Design sha256_pad_ctrl, sky130hd; sources not shown.
Run 1, metal 2:
Scale: 2 px per µm.
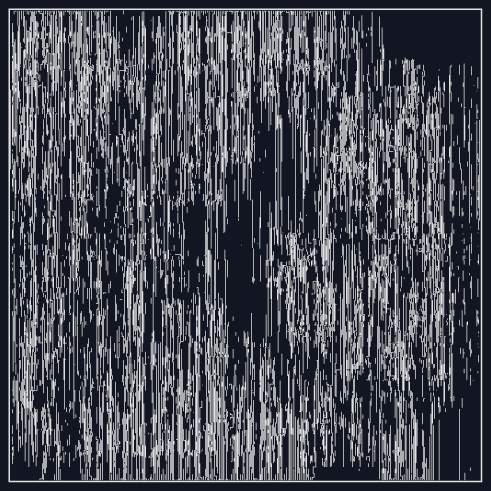
The layer holds 46% of the routed length. The wires run mostly vertical. 2261 nets have wire on it. The longest straight run is 87.7 µm.
met2 GRT Util: 50.0%
overall via count from detail_route: 19.7k
wire length after detailed routing: 88700 µm

Run 1, placed standard cells:
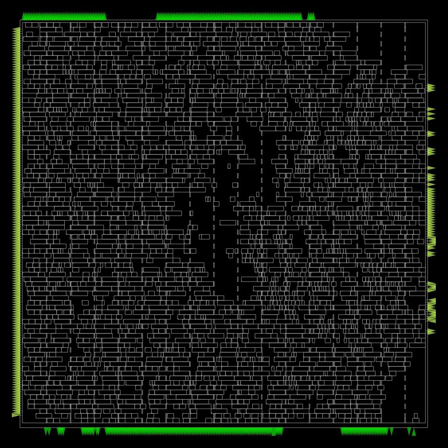
share of the core filled with cells in the final layout: 60.8%
number of filler cells placed in the layout: 4186
well tap count: 696

Run 1, wires at chosen ports, followed through buffers:
Scale: 1 px per µm.
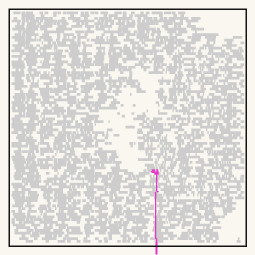
Magenta marks `in_last`, bits 1, direction input, edge bottom, end cells 4, wire 85.4 µm.
number of buffers added on ports: 530
I/O pin count: 531

Run 1, I/O pins on the die edge:
Scale: 2 px per µm. Pins as bars across the die edge, other pins in gray.
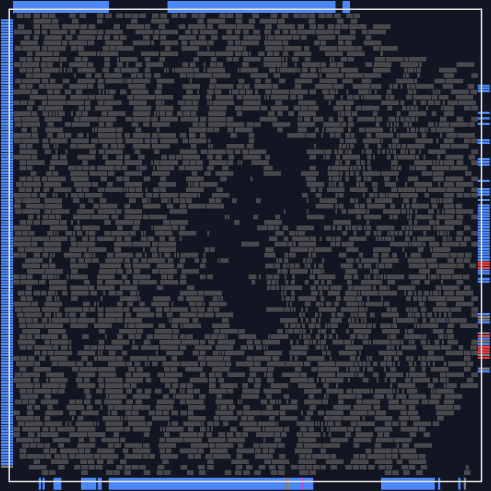
Magenta marks `in_last`, pins 1, direction input, edge bottom. Red marks `in_data`, pins 8, direction input, edge right. Blue marks `blk_data`, pins 512, direction output, edge 164 left, 155 bottom, 147 top, 46 right.
floorplan die height: 235 µm
die x size: 235 µm

==> Table 3: Implementation characteristics, run 1 <==
Physical implementation characteristics

Parameter                              Value

Placed design
  Placed Cells incl. Taps    about 3.1k
  Routability congestion estimate    approximately 0.86

CTS
  Later-pin clock latency in the skew report    0.59 ns
  Num CTS Buffers    between 60 and 70

Outcome
  Run status    finished with violations
  Failing checks    max-capacitance violations, max-slew violations

Synth
  # Cells Yosys    2007
  Synth cell count leaders    592 x sky130_fd_sc_hd__dfrtp_1, 448 x sky130_fd_sc_hd__o2bb2ai_1, 240 x sky130_fd_sc_hd__nand2_1, 93 x sky130_fd_sc_hd__nor2_1, 71 x sky130_fd_sc_hd__clkbuf_1

Final timing
  Final max-slew violation count    between 400 and 500
  Setup tns final    0 ns
  Highest achievable clock rate    around 110 MHz

Run
  Count of max-cap constraint violations    8

Pwr
  Total power per unit cell area    160 mW/mm²

Die
  Number of cell rows    roughly 85

Global route
  Largest net degree at the start of global routing    171
  Wire length of the first global-routing pass    134000 µm

Worst setup path
  Worst path arrival time    8.71 ns
  Family with the most delay on the worst path    buffers and inverters
  Worst-path maximum fanout    about 120

Finish
  Storage cell area    between 0.01 and 0.015 mm²
[run 1: cell type report]
type / count / area share, %
timing repair buffer: 560 / 17.0
antenna: 1 / 0.00765
clock inverter: 26 / 0.995
tap: 696 / 2.66
clock buffer: 93 / 5.77
sequential: 592 / 45.3
inverter: 16 / 0.191
multi-input combinational: 1257 / 28.1
[run 1: where the power goes]
part,internal [mW],total (mW),switching (mW)
Clock,0.810,1.36,0.555
Sequential,1.54,1.73,0.191
Combinational,0.632,2.13,1.49
[run 1: per-stage QoR]
| stage | worst slack, ns | power, mW | cell area, µm² |
|---|---|---|---|
| final | 9.14 | 5.23 | 32700 |
| after global routing | 7.64 | 5.39 | 32700 |
| after CTS | 13.39 | 5.24 | 32700 |
| after detailed placement | 12.72 | 3.87 | 30500 |
| after global placement | 12.53 | 3.85 | 30400 |
| after floorplan | -0.198 | 2.99 | 23900 |
[run 1: cells in the final DEF, fill, tap and decap left out, types with 21 or more instances in the layout]
master                              n
sky130_fd_sc_hd__a21oi_1           44
sky130_fd_sc_hd__a32oi_1           37
sky130_fd_sc_hd__clkbuf_1          21
sky130_fd_sc_hd__clkbuf_16         69
sky130_fd_sc_hd__clkdlybuf4s50_1  527
sky130_fd_sc_hd__dfrtp_1          592
sky130_fd_sc_hd__mux2_4            56
sky130_fd_sc_hd__nand2_1          239
sky130_fd_sc_hd__nand3_1           39
sky130_fd_sc_hd__nand4_1           27
sky130_fd_sc_hd__nor2_1            93
sky130_fd_sc_hd__o2bb2ai_1        448
[run 1: layer usage]
metal / up-vias / track usage [%] / part of all wire (%)
met4: 0 / 13.3 / 4.2
li1: 8553 / - / -
met5: - / - / 0
met3: 197 / 8.67 / 8.2
met2: 803 / 50.0 / 46
met1: 10132 / 42.1 / 41
[run 1: cells by family (layout without fill, tap and decap cells)]
family          count (synthesis)  after routing  synth area share [%]
compound gates                626            626                  21.3
xor+xnor                       22             22                 0.786
fa+ha+maj                       4              4                 0.204
buf+inv                       158            695                  2.75
flops                         592            592                  60.4
mux                            72             72                  4.11
other cells                     0              1                     0
simple gates                  533            533                  10.4
Run 1, metal layers overlaid:
Scale: 1 px per µm. Only two layers are drawn.
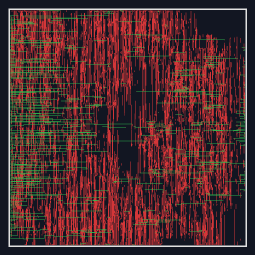

==> run 2, diff against run 1 <==
Clock period 18.3 ns to 9.15 ns, I/O delays scaled along.
Run 2, metal layers overlaid:
Scale: 1 px per µm. Only two layers are drawn.
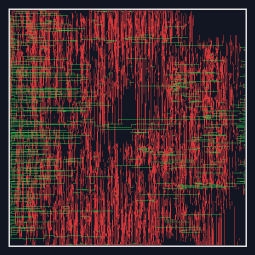
Green marks M3, wire length 7610 µm. Red marks M2, wire length 41.4 mm.
total routing resource utilization after global routing: 33.0%
routed len/inst: 27.6 µm
wire length after detailed routing: 89300 µm
overall via count from detail_route: 19.7k

==> run 2 against run 1 <==
The run still ends with max-capacitance violations, max-slew violations left. First-iteration DRC count shrank 11%. Sequential share of layout area is 0.20 points lower. Register-to-register slack worse by 10 ns. Utilization rose by 0.26 points. Synthesized cell count stayed put. Clock power rose by 95%. Flip-flop count unchanged.
==> Table 3: Implementation characteristics, run 2 <==
Physical implementation characteristics

Parameter                              Value

Pwr
  Part of the power in registers    33.3% (about the same)
  Internal power of the cells    5.96 mW (+100%)
  Comb pwr share    41.2% (+0.5 points)
  Clock network fraction of total power    25.4% (-0.7 points)
  Switching portion of total power    42.9% (about the same)
  Sw Pwr    4.47 mW (+100%)

Outcome
  Run status    finished with violations
  Failing checks    max-capacitance violations, max-slew violations

Final timing
  Setup repair after global routing missed its margin    no
  Setup tns final    0 ns (unchanged)
  Final max-slew violation count    455 (-8.5%)
  Minimum period implied by the final worst setup slack    5.72 ns
  Highest achievable clock rate    roughly 170 MHz

Synth
  Synth cell count leaders    592 x sky130_fd_sc_hd__dfrtp_1, 448 x sky130_fd_sc_hd__o2bb2ai_1, 240 x sky130_fd_sc_hd__nand2_1, 93 x sky130_fd_sc_hd__nor2_1, 71 x sky130_fd_sc_hd__clkbuf_1
  Post-synthesis cell type with the largest instance count    sky130_fd_sc_hd__dfrtp_1
  # Cells Yosys    2007 (unchanged)

Die
  Number of cell rows    85 (unchanged)
  Floorplan die height    235 µm (unchanged)
  I/O pin count    531 (unchanged)

Global route
  Wire length of the first global-routing pass    134000 µm (+0.37%)
  GRT overflow    0
  Largest net degree at the start of global routing    162 (-5.3%)

Worst setup path
  Worst-path maximum fanout    62 (-47%)
  Worst path arrival time    6.11 ns (-2.60 ns)
  Endpoint kind of the worst setup timing path    flop

Finish
  Most used logic cell in the final layout    sky130_fd_sc_hd__dfrtp_1
  Number of antenna repair diodes    0 (-1)
  Commonest non-fill, non-tap cells in the layout    592 x sky130_fd_sc_hd__dfrtp_1, 527 x sky130_fd_sc_hd__clkdlybuf4s50_1, 448 x sky130_fd_sc_hd__o2bb2ai_1
  Area of all placed cells without fillers    0.0329 mm² (+0.44%)
  Synthesis-to-layout area growth    34.0%

CTS
  Later-pin clock latency in the skew report    0.60 ns (about the same)
  Num CTS Buffers    66 (-1.5%)
  Post CTS Setup Buffer Count    0
  CTS Hold Buffers Added    0

Run
  Count of max-cap constraint violations    8 (unchanged)

Placed design
  Routability congestion estimate    0.885 (+2.8%)
  Number of buffers added on ports    530 (unchanged)
  Placed Cells incl. Taps    3125 (+0.16%)
  Cell area reported after detailed placement    0.0307 mm² (+0.79%)

Route
  Count of routing violations after the opening detailed-route iteration    roughly 1.4k
Run 2, wires at chosen ports, followed through buffers:
Scale: 1 px per µm.
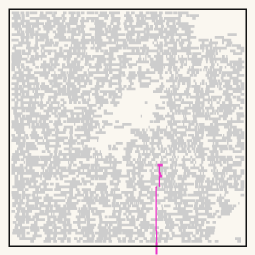
Magenta marks `in_last`, bits 1, direction input, edge bottom, end cells 4, wire 82.4 µm.

-- run 2: cell counts after synthesis --
Identical to the previous run, type by type.
-- run 2: critical path, stage by stage --
cell	delay, ns
sky130_fd_sc_hd__dlygate4sd3_1	0.66
sky130_fd_sc_hd__nand2_1	0.17
sky130_fd_sc_hd__clkbuf_1	3.03
sky130_fd_sc_hd__nand3_1	0.86
sky130_fd_sc_hd__o22ai_1	0.45
-- run 2: area by class of cell --
cell class	instances	area (µm²)
tap	696	871
clock inverter	17	180
inverter	16	73.8
sequential	592	14800
multi-input combinational	1257	9190
clock buffer	93	1940
timing repair buffer	565	5780
fill	4275	21000
-- run 2: per-layer routing --
layer | routed length (µm) | GRT usage [%] | vias to the layer above
li1 | - | - | 8560
met1 | 37100 | 42.7 | 10175
met2 | 41400 | 49.9 | 824
met3 | 7610 | 9.23 | 165
met4 | 3160 | 11.8 | 0
met5 | 0 | - | -
-- run 2: kinds of logic (layout without fill, tap and decap cells) --
kind of cell,Yosys count,in the layout,synth area share [%]
AOI/OAI and AO/OA,626,626,21.3
muxes,72,72,4.11
xor gates and xnor gates,22,22,0.786
buffers and inverters,158,691,2.75
DFF,592,592,60.4
and+or+nand+nor,533,533,10.4
adders and majority gates,4,4,0.204
-- run 2: power by group through the flow --
| stage | sequential, mW | clock [mW] | combinational (mW) |
|---|---|---|---|
| detailed placement | 3.49 | 0 | 4.29 |
| global placement | 3.49 | 0 | 4.17 |
| CTS | 3.46 | 2.68 | 4.30 |
| global route | 3.53 | 2.77 | 4.45 |
| finish | 3.48 | 2.65 | 4.30 |
| floorplan | 4.95 | 0 | 1.02 |
-- run 2: per-stage QoR --
stage	hold WS, ns	utilization [%]	setup slack [ns]	total power, mW
after floorplan	0.391	-	-8.43	5.97
after global placement	0.371	56.5	5.01	7.66
after detailed placement	0.373	57.1	5.05	7.78
after CTS	0.388	61.1	5.66	10.4
after global routing	0.396	61.0	2.91	10.7
final	0.386	61.0	3.43	10.4
Power and IR drop assume default switching activity.
